==> images/class_map.png <==
(4 px per um) Fill, decap, tap and diode cells in grey.
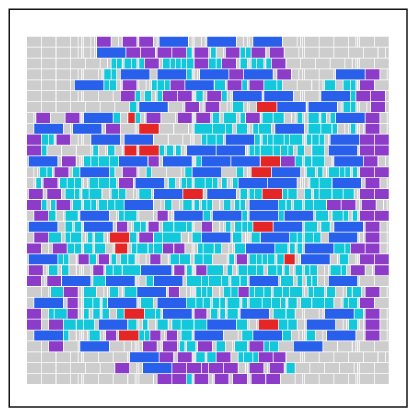
==> images/gates.png <==
(4 px per um)
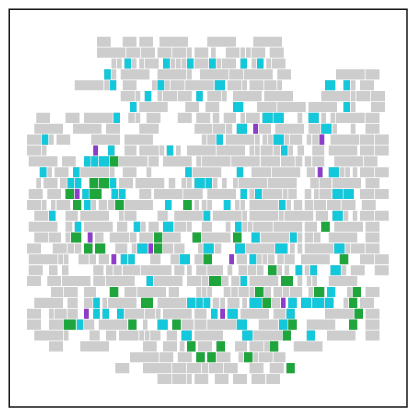
==> images/congestion_map.png <==
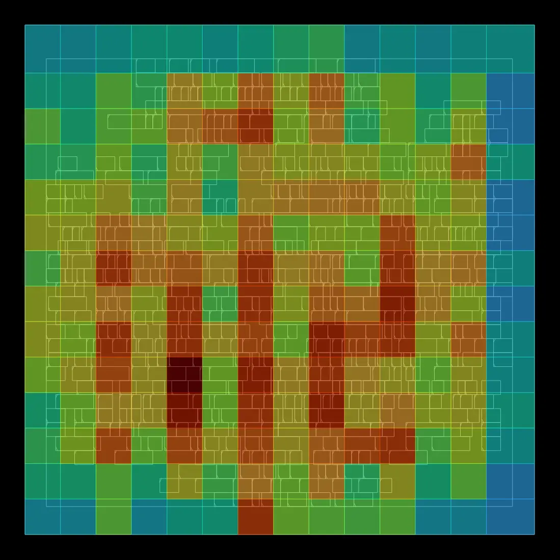
==> images/sizing.png <==
(4 px per um)
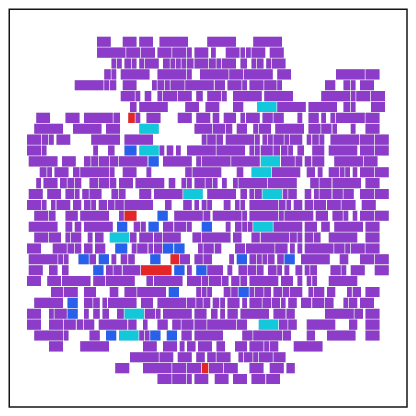
==> images/m3.png <==
(4 px per um)
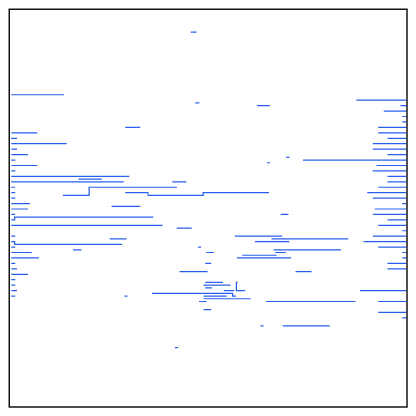
**src/rtl/pc_sequencer.sv**
```systemverilog
// Program counter and fetch sequencer: req/ack instruction fetch,
// decoder hand-off, conditional jump redirect, link and jump counters.
module pc_sequencer #(
  parameter logic [0:15] P_RESET_PC = 16'h0000
) (
  input  logic        i_clk,
  input  logic        i_rst,
  output logic        o_fetchReq,
  output logic [0:15] o_fetchAddr,
  input  logic        i_fetchAck,
  input  logic [0:15] i_fetchData,
  output logic [0:15] o_instr,
  output logic        o_instrValid,
  input  logic        i_instrTaken,
  input  logic        i_isJump,
  input  logic        i_isHalt,
  input  logic        i_cond,
  input  logic [0:15] i_jTarget,
  output logic [0:15] o_pc,
  output logic [0:15] o_link,
  output logic        o_jumpTaken,
  output logic [0:15] o_jumpCount,
  output logic        o_halted
);

  typedef enum logic [1:0] {
    S_BOOT,
    S_FETCH,
    S_ISSUE,
    S_HALT
  } state_t;

  state_t r_state;
  state_t w_next;

  logic [0:15] r_pc;
  logic [0:15] r_instr;
  logic [0:15] r_instrPc;
  logic [0:15] r_link;
  logic [0:15] r_jumpCount;
  logic        r_fetchReq;
  logic        r_instrValid;
  logic        r_halted;
  logic        r_jumpTaken;

  logic w_ack;
  logic w_take;
  logic w_jump;

  assign w_ack  = (r_state == S_FETCH) && i_fetchAck;
  assign w_take = (r_state == S_ISSUE) && i_instrTaken;
  // Halt wins over a jump retired in the same cycle
  assign w_jump = w_take && !i_isHalt && i_isJump && i_cond;

  always_comb begin
    w_next = r_state;
    unique case (r_state)
      S_BOOT:  w_next = S_FETCH;
      S_FETCH: if (w_ack) w_next = S_ISSUE;
      S_ISSUE: begin
        if (w_take) w_next = i_isHalt ? S_HALT : S_FETCH;
      end
      S_HALT:  w_next = S_HALT;
    endcase
  end

  always_ff @(posedge i_clk) begin
    if (i_rst) begin
      r_state      <= S_BOOT;
      r_pc         <= P_RESET_PC;
      r_instr      <= '0;
      r_instrPc    <= '0;
      r_link       <= '0;
      r_jumpCount  <= '0;
      r_fetchReq   <= 1'b0;
      r_instrValid <= 1'b0;
      r_halted     <= 1'b0;
      r_jumpTaken  <= 1'b0;
    end else begin
      r_state      <= w_next;
      r_fetchReq   <= (w_next == S_FETCH);
      r_instrValid <= (w_next == S_ISSUE);
      r_halted     <= (w_next == S_HALT);
      r_jumpTaken  <= w_jump;
      if (w_ack) begin
        r_instr   <= i_fetchData;
        r_instrPc <= r_pc;
        r_pc      <= r_pc + 16'd1;
      end
      // Not-taken jumps keep the already incremented PC
      if (w_jump) begin
        r_pc        <= i_jTarget;
        r_link      <= r_instrPc + 16'd1;
        r_jumpCount <= r_jumpCount + 16'd1;
      end
    end
  end

  assign o_fetchReq   = r_fetchReq;
  assign o_fetchAddr  = r_pc & {16{r_fetchReq}};
  assign o_instr      = r_instr;
  assign o_instrValid = r_instrValid;
  assign o_pc         = r_instrPc;
  assign o_link       = r_link;
  assign o_jumpTaken  = r_jumpTaken;
  assign o_jumpCount  = r_jumpCount;
  assign o_halted     = r_halted;

endmodule

```
**config.mk**
```make
export PLATFORM = sky130hd
export DESIGN_NAME = pc_sequencer
export DESIGN_NICKNAME = d
export VERILOG_FILES = /design/src/rtl/pc_sequencer.sv
export SDC_FILE = /design/constraint.sdc
export NUM_CORES = 1
export LEC_CHECK = 0
export CORE_MARGIN = 4
export CORE_UTILIZATION = 46
export DETAILED_ROUTE_END_ITERATION = 10
export MAX_ROUTING_LAYER = met4
export PLACE_DENSITY = 0.91
export SYNTH_ARGS = -nofsm -noshare
export SYNTH_HDL_FRONTEND = slang
export SYNTH_SLANG_ARGS = --single-unit
```
**constraint.sdc**
```tcl
create_clock -name i_clk -period 2.84 [get_ports i_clk]
set_input_delay 0.852 -clock i_clk [delete_from_list [all_inputs] [get_ports i_clk]]
set_output_delay 0.852 -clock i_clk [all_outputs]
set_load 0.05 [all_outputs]
```
==> notes.md <==
Item: results of the latest flow run.

- The number of placement rows is 32.
- The number of antenna violations at the first check in global routing came to 0.
- The run finished with clean final reports.
- For reference, the top cells by area after synthesis are dfxtp_1 (45%), nand2_1 (8.9%), a21oi_1 (6.4%), xnor2_1 (5.5%), a211oi_1 (4.1%).
- The critical path buffer and inverter count is 1.
- Per the synthesis report, the single largest cell type by area occupies between 40 and 50% of cell area.
- For this design, Yosys synthesis ends with a cell count of 477.
- Measured along the y axis, the die boundary spans between 90 and 100 um.
- The post-synthesis sequential area ratio is a little under half.
- The total global-route track usage is between 20% and 30%.
- The leakage component of the power is 1.72 nW.
- The routed layout has between 3000 and 4000 vias.
- The region available for standard cell placement spans 0.00789 mm^2.
- The via density per instance is approximately 5.5.
- A synthesized cell averages between 7 and 8 um^2.
- The cell area after layout is between 0.005 and 0.006 mm^2.
- Measured along the x axis, the die boundary spans 99.1 um.
- Post-route period utilization is reported as between 90% and 100%.
- The worst IR drop on VDD is between 0.0002 and 0.00025 V.
- The share of the synthesized netlist area taken by xor and xnor gates is around 6.2%.
- Per the final timing report, the hold violations number 0.
- The compound-cell area share of the yosys netlist is around 16%.
- The net count of the finished layout is about 640.
- For this run, the chip area from Yosys synthesis comes to 0.00381 mm^2.
- The critical setup path kind is reg -> out.
- The predominant post-synthesis flop cell is dfxtp_1.
## Picture notes: class_map.png
clock drivers and dummy loads: in red, cells 16. sequential cells: in blue, cells 86. remaining logic cells: in cyan, cells 363. remaining buffers and delay cells: in purple, cells 141.

## Picture notes: gates.png
aoi and oai cells: in cyan, cells 99. inv cells: in purple, cells 12. and/or cells: in green, cells 42.

## Picture notes: congestion_map.png
GR met1 Demand/Resource: 27.5%
Routed wire per std cell: 15.6 um
utilization after layout: 68.3%
busiest layer in global routing: met2

## Picture notes: sizing.png
x1 and smaller: in purple, cells 565, most used clkdlybuf4s50_1. x3 and x4: in blue, cells 24, most used buf_4. x2: in red, cells 5. x6 and larger: in cyan, cells 12, most used clkbuf_8.

## Picture notes: m3.png
94 nets have wire on it. The longest straight run is 37.5 um.

[tightest hold or removal path, cell delays in order (launching register included)]
cell and delay [ps]:
dfxtp_1 320, nand2_1 50, a21oi_1 50
[where the power goes]
group          internal [mW]  total (mW)  switching (mW)
Combinational          0.110       0.265           0.155
Clock                  0.392       0.835           0.443
Sequential              1.23        1.25          0.0232
[flip-flops by register name (all words and copies together) (netlist names)]
name and cells:
o_link 16, o_fetchReq 1, o_instr 16, o_jumpCount 16, o_instrValid 1, o_jumpTaken 1
o_halted 1, o_pc 16, r_state 2, r_pc 16
[worst paths after layout]
kind | startpoint | to | slack, ps | cells past startpoint
hold / removal | o_instr[4]$_SDFFE_PP0P_ | o_instr[4]$_SDFFE_PP0P_ | 460 | 2
setup reg to reg | r_state[0]$_SDFF_PP0_ | o_jumpCount[1]$_SDFFE_PP0P_ | 790 | 4
hold reg to reg | o_instr[4]$_SDFFE_PP0P_ | o_instr[4]$_SDFFE_PP0P_ | 460 | 2
setup / recovery | o_fetchReq$_SDFF_PP0_ | o_fetchAddr[1] | 180 | 2
[cells in the final DEF (no fill, tap or decap), types with 4 or more instances in the layout]
master           Yosys  final
a211oi_1            21     21
a21oi_1             49     49
a31oi_1              5      5
and2_1              18     18
and3_1               5      5
buf_4                0     21
clkbuf_8             0     12
clkdlybuf4s50_1      0    117
dfxtp_1             86     85
inv_1               12     12
nand2_1             90     90
nand3_1             20     20
nand4_1              8      8
nor2_1              34     33
nor3_1              10     10
nor4_1               8      8
o211ai_1             5      5
o21ai_0             11     11
or3_1               10     10
or4_1                4      4
xnor2_1             24     24
[layer usage]
layer  routed length (um)  part of all wire [%]
met4                  213                   1.9
met3                  747                   6.8
met2                 5430                    49
met1                 4650                    42
met5                    0                     0
[kinds of logic after synthesis]
group / Yosys count
AND-OR/OR-AND: 101
adder cells (fa/ha/maj): 3
AND/OR/NAND/NOR: 219
XOR/XNOR: 27
multiplexers: 1
buffers and inverters: 40
flip-flops: 86
[layout make-up]
cell class	instances	area (um^2)	area share (%)
timing repair buffer	141	1350	25.1
sequential	86	1720	32.0
multi-input combinational	351	1940	36.1
inverter	12	45.0	0.837
clock buffer	12	165	3.07
clock inverter	4	30.0	0.558
tap	102	128	2.37
[cell usage after synthesis, drive strengths merged (5+ instances only)]
cell type,instances
nor2,34
clkbuf,26
and2,18
or3,10
nand3,20
a31oi,5
inv,12
nor4,8
a211oi,21
dfxtp,86
nand2,90
o21ai,11
a21oi,49
o211ai,5
xnor2,24
and3,5
nand4,8
nor3,10
[through the flow]
stage	TNS (ps)	hold WS, ps	util [%]
after floorplan	0	444	-
after global placement	-99.7	442	65.8
after detailed placement	-413	448	65.8
after CTS	0	458	68.2
after global routing	0	479	68.3
final	0	457	68.3
[what timing repair did]
action	in CTS	in global routing
resized	2	1
pin swaps	0	0
endpoints found under the setup margin	2	12
Power is estimated from default activity; no workload was simulated.
